Fig. 1: run 1, the metal 1 layer
The bar under the picture is 20 microns long.
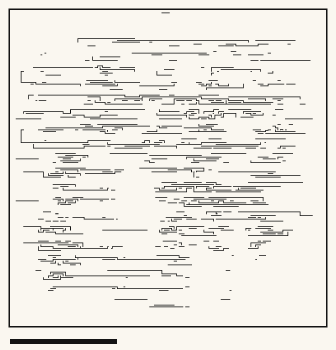
Fig. 2: run 1, met2 routing
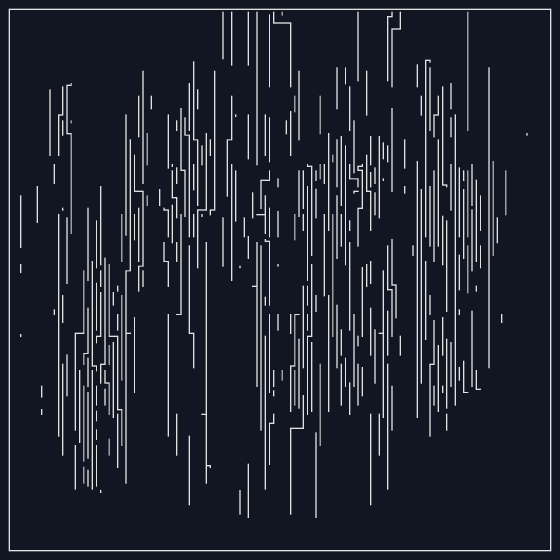
Fig. 3: run 1, M3 wires
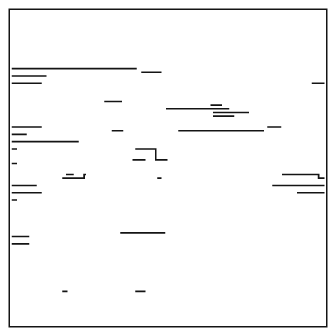
$ cat src/rtl/flag_stack_br_unit.sv
//==============================================================================
// Module   : flag_stack_br_unit
// Purpose  : Flag register with per-bit masked writes, a LIFO flag stack for
//            save/restore (push / pop / swap), sticky stack error bits and a
//            16-entry branch-condition decoder.
// Ports    : clock, n_rst        - clock, asynchronous active-low reset
//            flags_in, flag_we   - ALU flag values and per-bit write enables
//            push, pop           - stack save / restore (both = swap)
//            err_clr             - clears stack_ovf / stack_unf
//            func, bre           - branch condition select and enable
//            is_br               - branch taken (combinational)
//            flag_q              - current flag register
//            stack_empty/full    - stack pointer at 0 / at STACK_DEPTH
//            stack_ovf/unf       - sticky push-while-full / pop-while-empty
// Revision : 1.0 - initial release
//==============================================================================
`default_nettype none

`ifndef Z_FLAG
`define Z_FLAG 0
`endif
`ifndef N_FLAG
`define N_FLAG 1
`endif
`ifndef V_FLAG
`define V_FLAG 2
`endif
`ifndef C_FLAG
`define C_FLAG 3
`endif

module flag_stack_br_unit #(
    parameter int FLAG_W      = 4,
    parameter int STACK_DEPTH = 4,
    parameter int BYPASS      = 0
) (
    input  logic              clock,
    input  logic              n_rst,
    input  logic [FLAG_W-1:0] flags_in,
    input  logic [FLAG_W-1:0] flag_we,
    input  logic              push,
    input  logic              pop,
    input  logic              err_clr,
    input  logic [3:0]        func,
    input  logic              bre,
    output logic              is_br,
    output logic [FLAG_W-1:0] flag_q,
    output logic              stack_empty,
    output logic              stack_full,
    output logic              stack_ovf,
    output logic              stack_unf
);

    // Pointer must represent 0..STACK_DEPTH inclusive.
    localparam int SP_W = $clog2(STACK_DEPTH + 1);
    localparam logic [SP_W-1:0] c_sp_full = SP_W'(STACK_DEPTH);
    localparam logic [SP_W-1:0] c_sp_one  = SP_W'(1);

    logic [FLAG_W-1:0] flag_d;
    logic [SP_W-1:0]   sp_q, sp_d;
    logic              ovf_q, ovf_d;
    logic              unf_q, unf_d;
    logic [FLAG_W-1:0] stk_q [STACK_DEPTH];
    logic [FLAG_W-1:0] stk_d [STACK_DEPTH];

    logic              w_empty;
    logic              w_full;
    logic [SP_W-1:0]   w_top_idx;
    logic [FLAG_W-1:0] w_top;
    logic [FLAG_W-1:0] w_masked;
    logic              w_stk_we;
    logic [SP_W-1:0]   w_wr_idx;
    logic              w_z, w_n, w_v, w_c;
    logic              w_cond;

    assign w_empty  = (sp_q == '0);
    assign w_full   = (sp_q == c_sp_full);
    // Clamp to entry 0 when empty so the read mux never selects a
    // non-existent entry; the value is unused in that case.
    assign w_top_idx = w_empty ? '0 : (sp_q - c_sp_one);
    assign w_masked  = (flag_q & ~flag_we) | (flags_in & flag_we);

    always_comb begin
        w_top = '0;
        for (int i = 0; i < STACK_DEPTH; i++) begin
            if (w_top_idx == SP_W'(i)) begin
                w_top = stk_q[i];
            end
        end
    end

    // Next-state: a successful pop (alone or as swap) overrides the masked
    // write; everything else lets the masked write through.
    always_comb begin
        flag_d   = w_masked;
        sp_d     = sp_q;
        ovf_d    = ovf_q & ~err_clr;
        unf_d    = unf_q & ~err_clr;
        w_stk_we = 1'b0;
        w_wr_idx = sp_q;

        if (pop && push && !w_empty) begin
            w_stk_we = 1'b1;
            w_wr_idx = w_top_idx;
            flag_d   = w_top;
        end else if (pop && !push && !w_empty) begin
            flag_d = w_top;
            sp_d   = sp_q - c_sp_one;
        end else if (pop && !push) begin
            unf_d = 1'b1;
        end else if (push) begin
            // Covers push alone and push+pop on an empty stack.
            if (!w_full) begin
                w_stk_we = 1'b1;
                w_wr_idx = sp_q;
                sp_d     = sp_q + c_sp_one;
            end else begin
                ovf_d = 1'b1;
            end
        end
    end

    always_comb begin
        for (int i = 0; i < STACK_DEPTH; i++) begin
            stk_d[i] = stk_q[i];
            if (w_stk_we && (w_wr_idx == SP_W'(i))) begin
                stk_d[i] = flag_q;
            end
        end
    end

    always_ff @(posedge clock or negedge n_rst) begin
        if (!n_rst) begin
            flag_q <= '0;
            sp_q   <= '0;
            ovf_q  <= 1'b0;
            unf_q  <= 1'b0;
        end else begin
            flag_q <= flag_d;
            sp_q   <= sp_d;
            ovf_q  <= ovf_d;
            unf_q  <= unf_d;
        end
    end

    // Stack contents carry no reset; only the pointer defines validity.
    always_ff @(posedge clock) begin
        stk_q <= stk_d;
    end

    assign stack_empty = w_empty;
    assign stack_full  = w_full;
    assign stack_ovf   = ovf_q;
    assign stack_unf   = unf_q;

    // Decode source: registered flags, or the forwarded next-state flags.
    assign w_z = (BYPASS != 0) ? flag_d[`Z_FLAG] : flag_q[`Z_FLAG];
    assign w_n = (BYPASS != 0) ? flag_d[`N_FLAG] : flag_q[`N_FLAG];
    assign w_v = (BYPASS != 0) ? flag_d[`V_FLAG] : flag_q[`V_FLAG];
    assign w_c = (BYPASS != 0) ? flag_d[`C_FLAG] : flag_q[`C_FLAG];

    always_comb begin
        w_cond = 1'b0;
        case (func)
            4'd0:  w_cond = 1'b1;
            4'd1:  w_cond = w_z;
            4'd2:  w_cond = ~w_z;
            4'd3:  w_cond = w_n ^ w_v;
            4'd4:  w_cond = ~(w_n ^ w_v);
            4'd5:  w_cond = w_c;
            4'd6:  w_cond = ~w_c;
            4'd7:  w_cond = w_v;
            4'd8:  w_cond = ~w_v;
            4'd9:  w_cond = w_n;
            4'd10: w_cond = ~w_n;
            4'd11: w_cond = ~w_z & ~(w_n ^ w_v);
            4'd12: w_cond = w_z | (w_n ^ w_v);
            4'd13: w_cond = ~w_c & ~w_z;
            4'd14: w_cond = w_c | w_z;
            default: w_cond = 1'b0;
        endcase
    end

    assign is_br = w_cond & bre;

endmodule

`default_nettype wire

$ cat config.mk
export PLATFORM = sky130hd
export DESIGN_NAME = flag_stack_br_unit
export DESIGN_NICKNAME = d
export VERILOG_FILES = /design/src/rtl/flag_stack_br_unit.sv
export SDC_FILE = /design/constraint.sdc
export NUM_CORES = 1
export LEC_CHECK = 0
export CORE_MARGIN = 2
export CORE_UTILIZATION = 52
export DETAILED_ROUTE_END_ITERATION = 10
export GPL_ROUTABILITY_DRIVEN = 0
export GPL_TIMING_DRIVEN = 0
export PLACE_DENSITY = 0.79
export SYNTH_ARGS = -nofsm -noshare
export SYNTH_HDL_FRONTEND = slang
export SYNTH_SLANG_ARGS = --single-unit
export TNS_END_PERCENT = 100
$ cat constraint.sdc
create_clock -name clock -period 3.1 [get_ports clock]
set_input_delay 0.31 -clock clock [delete_from_list [all_inputs] [get_ports clock]]
set_output_delay 0.31 -clock clock [all_outputs]
set_load 0.02 [all_outputs]
==> notes.md, run 1 <==
run metrics: clk root buf=clkbuf_4, internal power component=951.2 uW, fin nets=~200, Top Usage Layer GRT=met2, synth unique cells=around 47, failing checks=DRC, flip-flops=25, clk_skew=about 0.016 ns, Final Hold Fails=0, drt pass-1 iters=7, TAP cells=31, post-route minimum period=about 2.9 ns, Logic area=769.5 sq um, H-tree depth=1, tool warnings=29, ys async rst share=0.3600, Commonest Layout Cell=clkdlybuf4s50_1, area leader, netlist=edfxtp_1, yosys aoi share=0.2446, Reg2Reg Depth=8, Clock Power=141 uW, routed vias/inst=about 6.3, crit path DRT=just over 3 ns, die height=58.87 microns, Die Wd=approximately 59 microns, critical path depth=8, synthesized area per cell=approximately 11 sq um, Logic Gate Count=approximately 100, Area Overhead vs Synth=18.86%, status=finished with violations, design area=0.001861 sq mm, Overall Power=~1.7 mW, antenna violations before repair=0, Power Dens Cells=just over 900 mW/mm^2, worst min path class=in -> async, top cells by count=16 x edfxtp_1, 13 x inv_1, 12 x a21oi_1, startpoint types=flip-flop, Top area cell types=edfxtp_1 31%, dfrtp_1 14%, mux2i_1 4.5%, a21oi_1 3.8%, o221ai_1 3.4%, share of layout cells above drive strength 1=0.09091, CTS buffer count=3, Register Area=approximately 710 sq um, clock-pin slew on the worst setup and hold paths=around 0.14 ns, DR DRC count=1, setup ws final=0.2248 ns, vias in the first global route=roughly 1200, comb pwr=around 930 uW, GR Overflow Total=0, post-synthesis simple-gate area fraction=0.1519, Top pwr grp=combinational cells, inverter count=13, Slew @ Worst Pin=between 0.6 and 0.7 ns, Fmax achieved=about 0.35 GHz, buffering overhead=0.1459, WS Path Type=reg -> reg, Final Max-Slew Violation Tally=0, flop share of the area=0.3793, Placement Cell Area=~0.0018 sq mm, HPWL after DPL=roughly 2.6 mm, first-pass GRT wire length=around 5.5 mm, yosys adder share=0.03197, final core utilization=0.6632, Largest logic family=AND-OR/OR-AND gates, area share, top type=0.3070, post-synthesis sequential area ratio=0.4508, final non-filler cell total=a little over 200, largest net degree at the start of global routing=14, clk buf depth=2, combinational fraction of the cell area=0.4136, clock power share=0.084, # fillers=between 200 and 250, WP buf/inv=3, Placement Setup Slack=between 0.2 and 0.3 ns, Post-synth EDFFs=16, Die ar.=~0.0035 sq mm, Hold Worst Slack=about 0.27 ns, core area=around 0.0028 sq mm, most frequent cells in the layout=23 x clkdlybuf4s50_1, 16 x edfxtp_1, 13 x inv_1, 12 x a21oi_1, 9 x dfrtp_1, wl on met1=around 1.5 mm, top_reg_cell synth=edfxtp_1, GRT Total Usage=0.2128, Rows=19, reg-to-reg setup timing slack=0.22 ns, antenna-violating nets left=0, setup TNS=0 ns, DR iter-0 viols=approximately 45, Syn Std Cell Area=~0.0016 sq mm, Port Buffer Count=23, switching power=around 740 uW, Resized cells post-CTS=0, Syn. warnings=0, WL per Instance=around 17 microns, CP max-delay cell=nor3b_1, Setup Fix Bufs, Post-CTS=0, met2 wire length=1.679 mm, crit path to=stk_q[0], Seq. pwr=between 600 and 700 uW, Reg power frac=0.366, Layout clock area frac=0.01412, slowest cell delay on critical path=between 0.5 and 0.6 ns, Lkg Pwr=a little under 0.7 nW, Switching Fraction=0.4369, slew margin rel.=0.5795, Latency at later pin=roughly 0.32 ns, part of the cycle the worst path needs=0.9275
## Picture notes: Fig. 1
nets with wire on the layer	172
main direction	horizontal
longest straight run	24.4 microns
share of all routed wire	43%
routed wire length: 3.425 mm
met1 usage: 0.2663

## Picture notes: Fig. 2
nets with wire on the layer	172
longest straight run	32.6 microns
DR vias: 1311
met2 usage: 0.3524

## Picture notes: Fig. 3
share of all routed wire	5.0%
nets with wire on the layer	29
wire length on this layer	173 microns
longest straight run	23.0 microns
GR Util met3: 0.02857

Fig. 4: run 1, port wiring
The bar under the picture is 20 microns long.
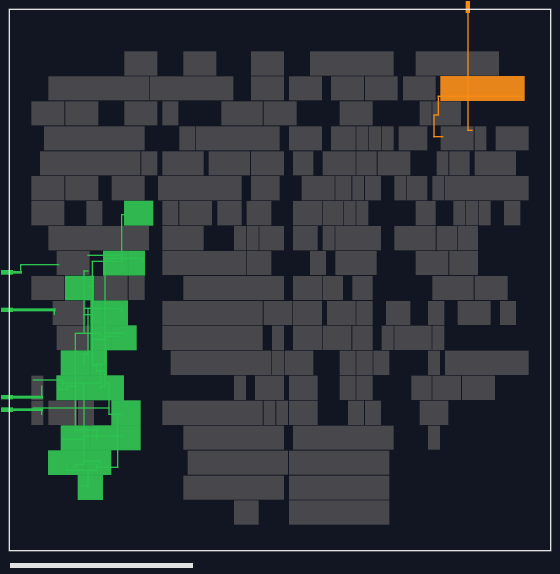

==> run 2, diff against run 1 <==
--- a/config.mk
+++ b/config.mk
@@ -9,8 +9,8 @@
 export CORE_UTILIZATION = 52
 export DETAILED_ROUTE_END_ITERATION = 10
 export GPL_ROUTABILITY_DRIVEN = 0
-export GPL_TIMING_DRIVEN = 0
 export PLACE_DENSITY = 0.79
+export SLEW_MARGIN = 20
 export SYNTH_ARGS = -nofsm -noshare
 export SYNTH_HDL_FRONTEND = slang
 export SYNTH_SLANG_ARGS = --single-unit
Fig. 5: run 2, port wiring
The bar under the picture is 20 microns long.
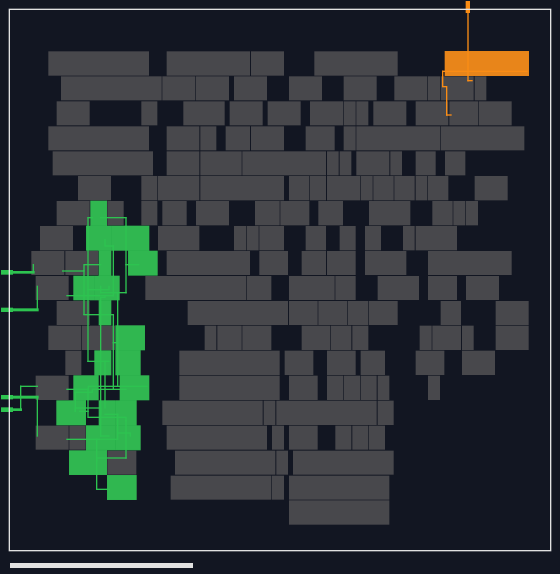
port	color	bits	direction	edge	end cells	buffers	wire
func	green	4	input	west	20	4	177 microns
stack_unf	orange	1	output	north	1	1	22.8 microns
Ports: 27
Port Buffer Count: 26

==> run 2 against run 1 <==
  * The run still ends with DRC left
  * Via count decreased by 0.15%
  * Synthesized cell count unchanged
  * Worst setup slack improved by 0.18 ns
  * Flip-flop count unchanged
  * First-iteration DRC count increased by 91%
  * Hold slack improved by 0.0072 ns
  * Critical path depth decreased by 3
  * Highest routed layer unchanged
==> notes.md, run 2 <==
run metrics: status=finished with violations (unchanged), failing checks=DRC (unchanged), Hold Worst Slack=0.2810 ns (was 0.2738 ns), reg-to-reg setup timing slack=0.49 ns (was 0.22 ns), Final Max-Slew Violation Tally=0 (unchanged), buffering overhead=0.1442 (was 0.1459), first-pass GRT wire length=5.885 mm (was 5.540 mm), Latency at later pin=0.31 ns (was 0.32 ns), Slew @ Worst Pin=0.5923 ns (was 0.6294 ns), top cells by count=16 x edfxtp_1, 13 x inv_1, 12 x a21oi_1 (unchanged), clk root buf=clkbuf_4 (unchanged), slowest cell delay on critical path=0.60 ns (was 0.54 ns), largest net degree at the start of global routing=17 (was 14), DR DRC count=1 (unchanged), Logic area=769.5 sq um (unchanged), Post-synth EDFFs=16 (unchanged), Reg2Reg Depth=6 (was 8), Top area cell types=edfxtp_1 31%, dfrtp_1 14%, mux2i_1 4.5%, a21oi_1 3.8%, o221ai_1 3.4% (unchanged), design area=0.001857 sq mm (was 0.001861 sq mm), Overall Power=1.672 mW (was 1.689 mW), tool warnings=29 (unchanged), Switching Fraction=0.4391 (was 0.4369), fin nets=195 (was 199), clock power share=0.082 (was 0.084), comb pwr=888 uW (was 929 uW), Placement Setup Slack=0.4678 ns (was 0.2668 ns), yosys adder share=0.03197 (unchanged), routed vias/inst=6.448 (was 6.333), Seq. pwr=648 uW (was 619 uW), Power Dens Cells=900.8 mW/mm^2 (was 907.9 mW/mm^2), Top Usage Layer GRT=met2 (unchanged), post-synthesis simple-gate area fraction=0.1519 (unchanged), final core utilization=0.6619 (was 0.6632), ys async rst share=0.3600 (unchanged), area share, top type=0.3070 (unchanged), combinational fraction of the cell area=0.4144 (was 0.4136), Layout clock area frac=0.01415 (was 0.01412), Resized cells post-CTS=0 (unchanged), WS Path Type=reg -> out (was reg -> reg), final non-filler cell total=203 (was 207), vias in the first global route=1277 (was 1226), Die ar.=0.003465 sq mm (unchanged), Syn. warnings=0 (unchanged), worst min path class=in -> async (unchanged), inverter count=13 (unchanged), area leader, netlist=edfxtp_1 (unchanged), Commonest Layout Cell=clkdlybuf4s50_1 (unchanged), clock-pin slew on the worst setup and hold paths=0.13 ns (was 0.14 ns), GR Overflow Total=0 (unchanged), WL per Instance=17.05 microns (was 16.55 microns), Fmax achieved=0.3709 GHz (was 0.3478 GHz), flip-flops=25 (unchanged), slew margin rel.=0.5949 (was 0.5795), # fillers=223 (was 225), CTS buffer count=3 (unchanged), clk_skew=0.01970 ns (was 0.01584 ns), critical path depth=5 (was 8), DR iter-0 viols=86 (was 45), TAP cells=31 (unchanged), core area=0.002805 sq mm (unchanged), Placement Cell Area=0.001831 sq mm (was 0.001834 sq mm), synth unique cells=47 (unchanged), Clock Power=137 uW (was 141 uW), part of the cycle the worst path needs=0.8697 (was 0.9275), Die Wd=58.87 microns (unchanged), met2 wire length=1.812 mm (was 1.679 mm), Top pwr grp=combinational cells (unchanged), Final Hold Fails=0 (unchanged), crit path DRT=2.79 ns (was 3.07 ns), GR Util met3=0.02637 (was 0.02857), Reg power frac=0.387 (was 0.366), share of layout cells above drive strength 1=0.07558 (was 0.09091), most frequent cells in the layout=26 x clkdlybuf4s50_1, 16 x edfxtp_1, 13 x inv_1, 12 x a21oi_1, 9 x dfrtp_1 (was 23 x clkdlybuf4s50_1, 16 x edfxtp_1, 13 x inv_1, 12 x a21oi_1, 9 x dfrtp_1), GRT Total Usage=0.2215 (was 0.2128), HPWL after DPL=2.570 mm (was 2.587 mm), CP max-delay cell=dfrtp_1 (was nor3b_1)
Fig. 6: run 2, met2 routing
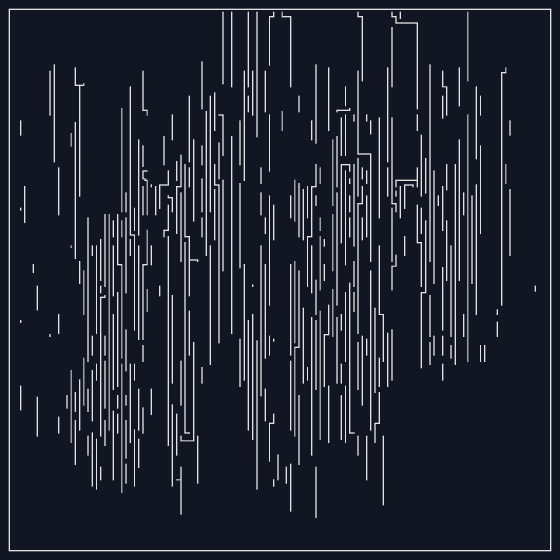
nets with wire on the layer	174
main direction	vertical
wire length on this layer	1810 microns
DR vias: 1309
routed wire length: 3.462 mm
met2 usage: 0.3968

Power figures rest on the tool's default switching activity, not on a simulated workload.
